M2 wires:
Cells faint in the background.
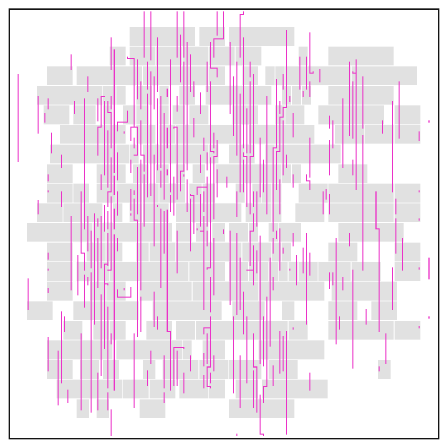
Wires at chosen ports, followed through buffers:
The bar under the picture is 20 µm long.
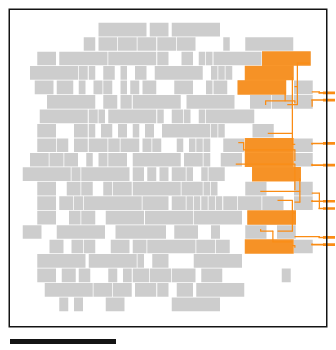
Congestion heat map:
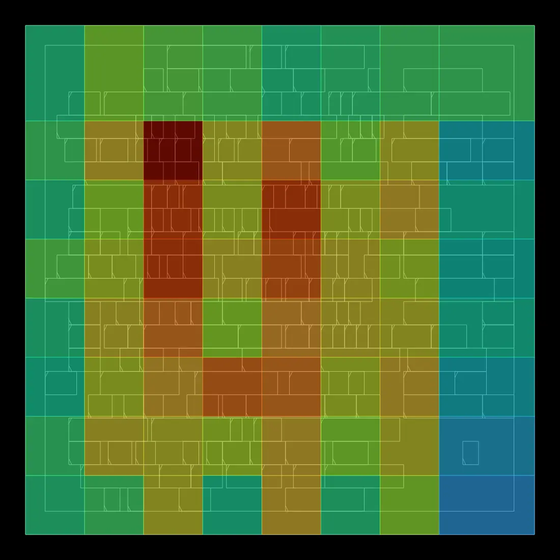
M1 wires:
Supply wires on this layer in grey. Cells faint in the background.
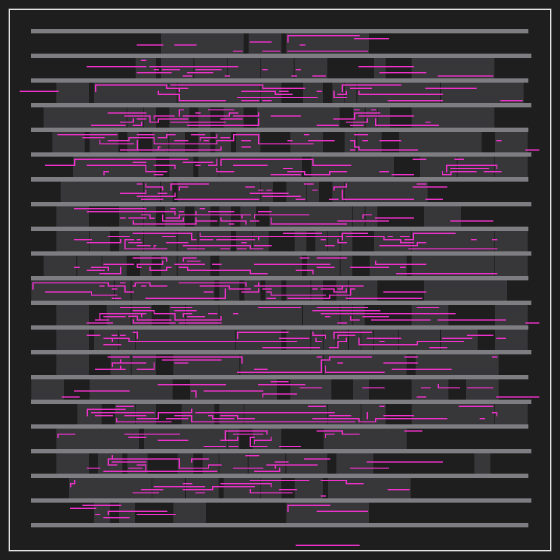
Sequential cells grouped by signal name:
Other sequential cells in the stronger grey, the rest of the logic in the fainter grey.
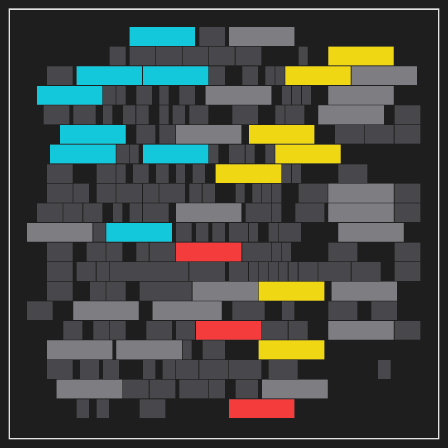
<file path="config.mk">
export PLATFORM = sky130hd
export DESIGN_NAME = serial_adder_ctrl
export DESIGN_NICKNAME = d
export VERILOG_FILES = /design/src/rtl/serial_adder_ctrl.sv
export SDC_FILE = /design/constraint.sdc
export NUM_CORES = 1
export LEC_CHECK = 0
export ABC_CLOCK_PERIOD_IN_PS = 2500
export CAP_MARGIN = 5
export CORE_MARGIN = 2
export CORE_UTILIZATION = 55
export DETAILED_ROUTE_END_ITERATION = 12
export GPL_ROUTABILITY_DRIVEN = 0
export PLACE_DENSITY = 0.82
export SETUP_SLACK_MARGIN = 0.5
export SLEW_MARGIN = 30
export SYNTH_ARGS = -nofsm -noshare
export SYNTH_HDL_FRONTEND = slang
export SYNTH_SLANG_ARGS = --single-unit
</file>
<file path="constraint.sdc">
create_clock -name clk -period 2.5 [get_ports clk]
set_input_delay 0.375 -clock clk [delete_from_list [all_inputs] [get_ports clk]]
set_output_delay 0.375 -clock clk [all_outputs]
set_load 0.01 [all_outputs]
</file>
<file path="src/rtl/serial_adder_ctrl.sv">
// Bit-serial WIDTH-bit adder: sequences one structuralFullAdder LSB first, carry fed back via a register.
// Optional macro SERIAL_ADDER_OVERFLOW_EN adds a signed-overflow output held alongside sum.

module structuralFullAdder (
    input  logic a,
    input  logic b,
    input  logic carryin,
    output logic sum,
    output logic carryout
);
    logic axb;

    assign axb      = a ^ b;
    assign sum      = axb ^ carryin;
    assign carryout = (a & b) | (axb & carryin);
endmodule

module serial_adder_ctrl #(
    parameter int WIDTH = 8
) (
    input  logic             clk,
    input  logic             rst_n,
    input  logic             start,
    input  logic [WIDTH-1:0] a,
    input  logic [WIDTH-1:0] b,
    input  logic             carryin,
    output logic             busy,
    output logic             done,
    output logic [WIDTH-1:0] sum,
    output logic             carryout
`ifdef SERIAL_ADDER_OVERFLOW_EN
    ,
    output logic             overflow
`endif
);
    localparam int CNT_W = (WIDTH > 1) ? $clog2(WIDTH) : 1;

    typedef enum logic [1:0] {IDLE, SHIFT, DONE} state_t;

    state_t             state, next_state;
    logic [WIDTH-1:0]   a_sh, b_sh, sum_sh, sum_next;
    logic               c_reg;
    logic [CNT_W-1:0]   cnt;
    logic               load, last;
    logic               fa_sum, fa_cout;

    structuralFullAdder u_fa (
        .a        (a_sh[0]),
        .b        (b_sh[0]),
        .carryin  (c_reg),
        .sum      (fa_sum),
        .carryout (fa_cout)
    );

    assign last     = (cnt == CNT_W'(WIDTH - 1));
    assign sum_next = {fa_sum, sum_sh[WIDTH-1:1]};

    always_ff @(posedge clk or negedge rst_n) begin
        if (!rst_n) state <= IDLE;
        else        state <= next_state;
    end

    always_comb begin
        next_state = state;
        busy       = 1'b0;
        done       = 1'b0;
        load       = 1'b0;
        case (state)
            IDLE: begin
                if (start) begin
                    load       = 1'b1;
                    next_state = SHIFT;
                end
            end
            SHIFT: begin
                busy = 1'b1;
                if (last) next_state = DONE;
            end
            DONE: begin
                done = 1'b1;
                // A start on the done cycle reloads directly, skipping IDLE.
                if (start) begin
                    load       = 1'b1;
                    next_state = SHIFT;
                end else begin
                    next_state = IDLE;
                end
            end
            default: next_state = IDLE;
        endcase
    end

    always_ff @(posedge clk or negedge rst_n) begin
        if (!rst_n) begin
            a_sh     <= '0;
            b_sh     <= '0;
            sum_sh   <= '0;
            c_reg    <= 1'b0;
            cnt      <= '0;
            sum      <= '0;
            carryout <= 1'b0;
`ifdef SERIAL_ADDER_OVERFLOW_EN
            overflow <= 1'b0;
`endif
        end else if (load) begin
            a_sh  <= a;
            b_sh  <= b;
            c_reg <= carryin;
            cnt   <= '0;
        end else if (state == SHIFT) begin
            sum_sh <= sum_next;
            c_reg  <= fa_cout;
            a_sh   <= a_sh >> 1;
            b_sh   <= b_sh >> 1;
            cnt    <= cnt + 1'b1;
            if (last) begin
                sum      <= sum_next;
                carryout <= fa_cout;
`ifdef SERIAL_ADDER_OVERFLOW_EN
                // c_reg is the carry into the MSB during the final bit.
                overflow <= c_reg ^ fa_cout;
`endif
            end
        end
    end
endmodule

</file>
==> reports/qor.csv <==
metric,value,unit
finalNetCount,208,
grt_usage,0.213,
comb_power,1.09,mW
xor_share,0,
cp_data_arrival_time,1.39,ns
grt_pass1_wl,5.61,mm
synth.top_cell.area_share,0.563,
clock_path_buffers,2,
logic_area,674,µm²
r2r_cells,4,
status,"complete, no violations",
compound_area_frac,0.0992,
cp.required,2.12,ns
top_layer,met4,
ir_drop,0.862,mV
cp-startpoint,state[0],
drc,0,
clkCellAreaFrac,0.0370,
tightest_slew,0.823,ns
largest_area_cell,dfrtp_1,
syn_to_final_growth,23.9,%
hp-class,primary input to async pin,
chipArea,3530,µm²
reg2reg_slack,1.01,ns
skew,0.00752,ns
cts_tree,built,
dp_hpwl,2.20,mm
root_buffer,clkbuf_4,
ff_type,dfrtp_1,
tap_cells,33,
pwr-share-clk,0.161,
crit_family,buffers and inverters,
relSlewSlack,0.452,
design_area,2090,µm²
ant_nets,0,
buf_share,0.163,
mostFrequentLayoutCells,"37 x dfrtp_1, 27 x clkdlybuf4s50_1, 22 x nand2_1",
power.density,1250,nW/µm²
core,2980,µm²
cp-start-kind,flop,
power,2.61,mW
p_leak,0.940,nW
hold_buffers,0,
die_h,59.4,µm
drive_gt1_frac,0.177,
yosysWarningCount,0,
num-multi-input-gates,102,
first_iter_violations,56,
top_cell,dfrtp_1,
flops,38,
cts_buffers,5,
fin_cells,219,
antenna-diode-count,0,
grt-ovfl-total,0,
buffers,36,
synthSimpleGateAreaFrac,0.159,
cpMaxStageDelayCell,dfrtp_1,
met1_length,1.48,mm
topCombFamilyByArea,simple AND/OR/NAND/NOR gates,
final_common_cell,dfrtp_1,
maxSlewViolCount,0,
first_pass_iters,4,
post-route-period-util,0.708,
htreeDepth,2,
fillers,223,
syn_nets,174,
cts_setup_buffers,2,
netlist_top_cells_area,"dfrtp_1 56%, mux2_2 7.3%, nand2_1 4.9%",
yosys.cell_types.count,25,
cp-end-kind,output pin,
fin_ws,0.731,ns
critical_path.max_fanout,18,
netlist_area,1690,µm²
top_regs,"a_sh: 8 flops, b_sh: 8 flops, sum: 8 flops",
cts.repair.resized,2,
grt_max_degree,39,
yosys-mux-area-fraction,0.109,
die_x,59.4,µm
path_clk_slew,0.12,ns
## Picture notes: 'M2 wires'
share of all routed wire: 48%
longest straight run: 21.6 µm
main direction: vertical
nets with wire on the layer: 174
wire length on this layer: 1600 µm
GR Util met2: 0.345
vias post-DR: 1231
Final Routed Wirelength: 3.31 mm

## Picture notes: 'wires at chosen ports, followed through buffers'
[orange] sum | direction: output | edge: right | end cells: 8 | wire: 128 µm
I/O pin cnt: 31
Port Buf Inserts: 30

## Picture notes: 'congestion heat map'
fin util: 0.703
most used routing layer: met2
met1 global-route usage: 0.278

## Picture notes: 'M1 wires'
main direction: horizontal
wire length on this layer: 1480 µm

## Picture notes: 'sequential cells grouped by signal name'
[cyan] b_sh | sequential cells: 8 | where: top left
[red] cnt | sequential cells: 3
[yellow] sum_sh | sequential cells: 7
not coloured: 20
Seq power: 1.11 mW
flop share of the area: 0.455
Flop area: 952 µm²

Power and IR drop assume default switching activity.
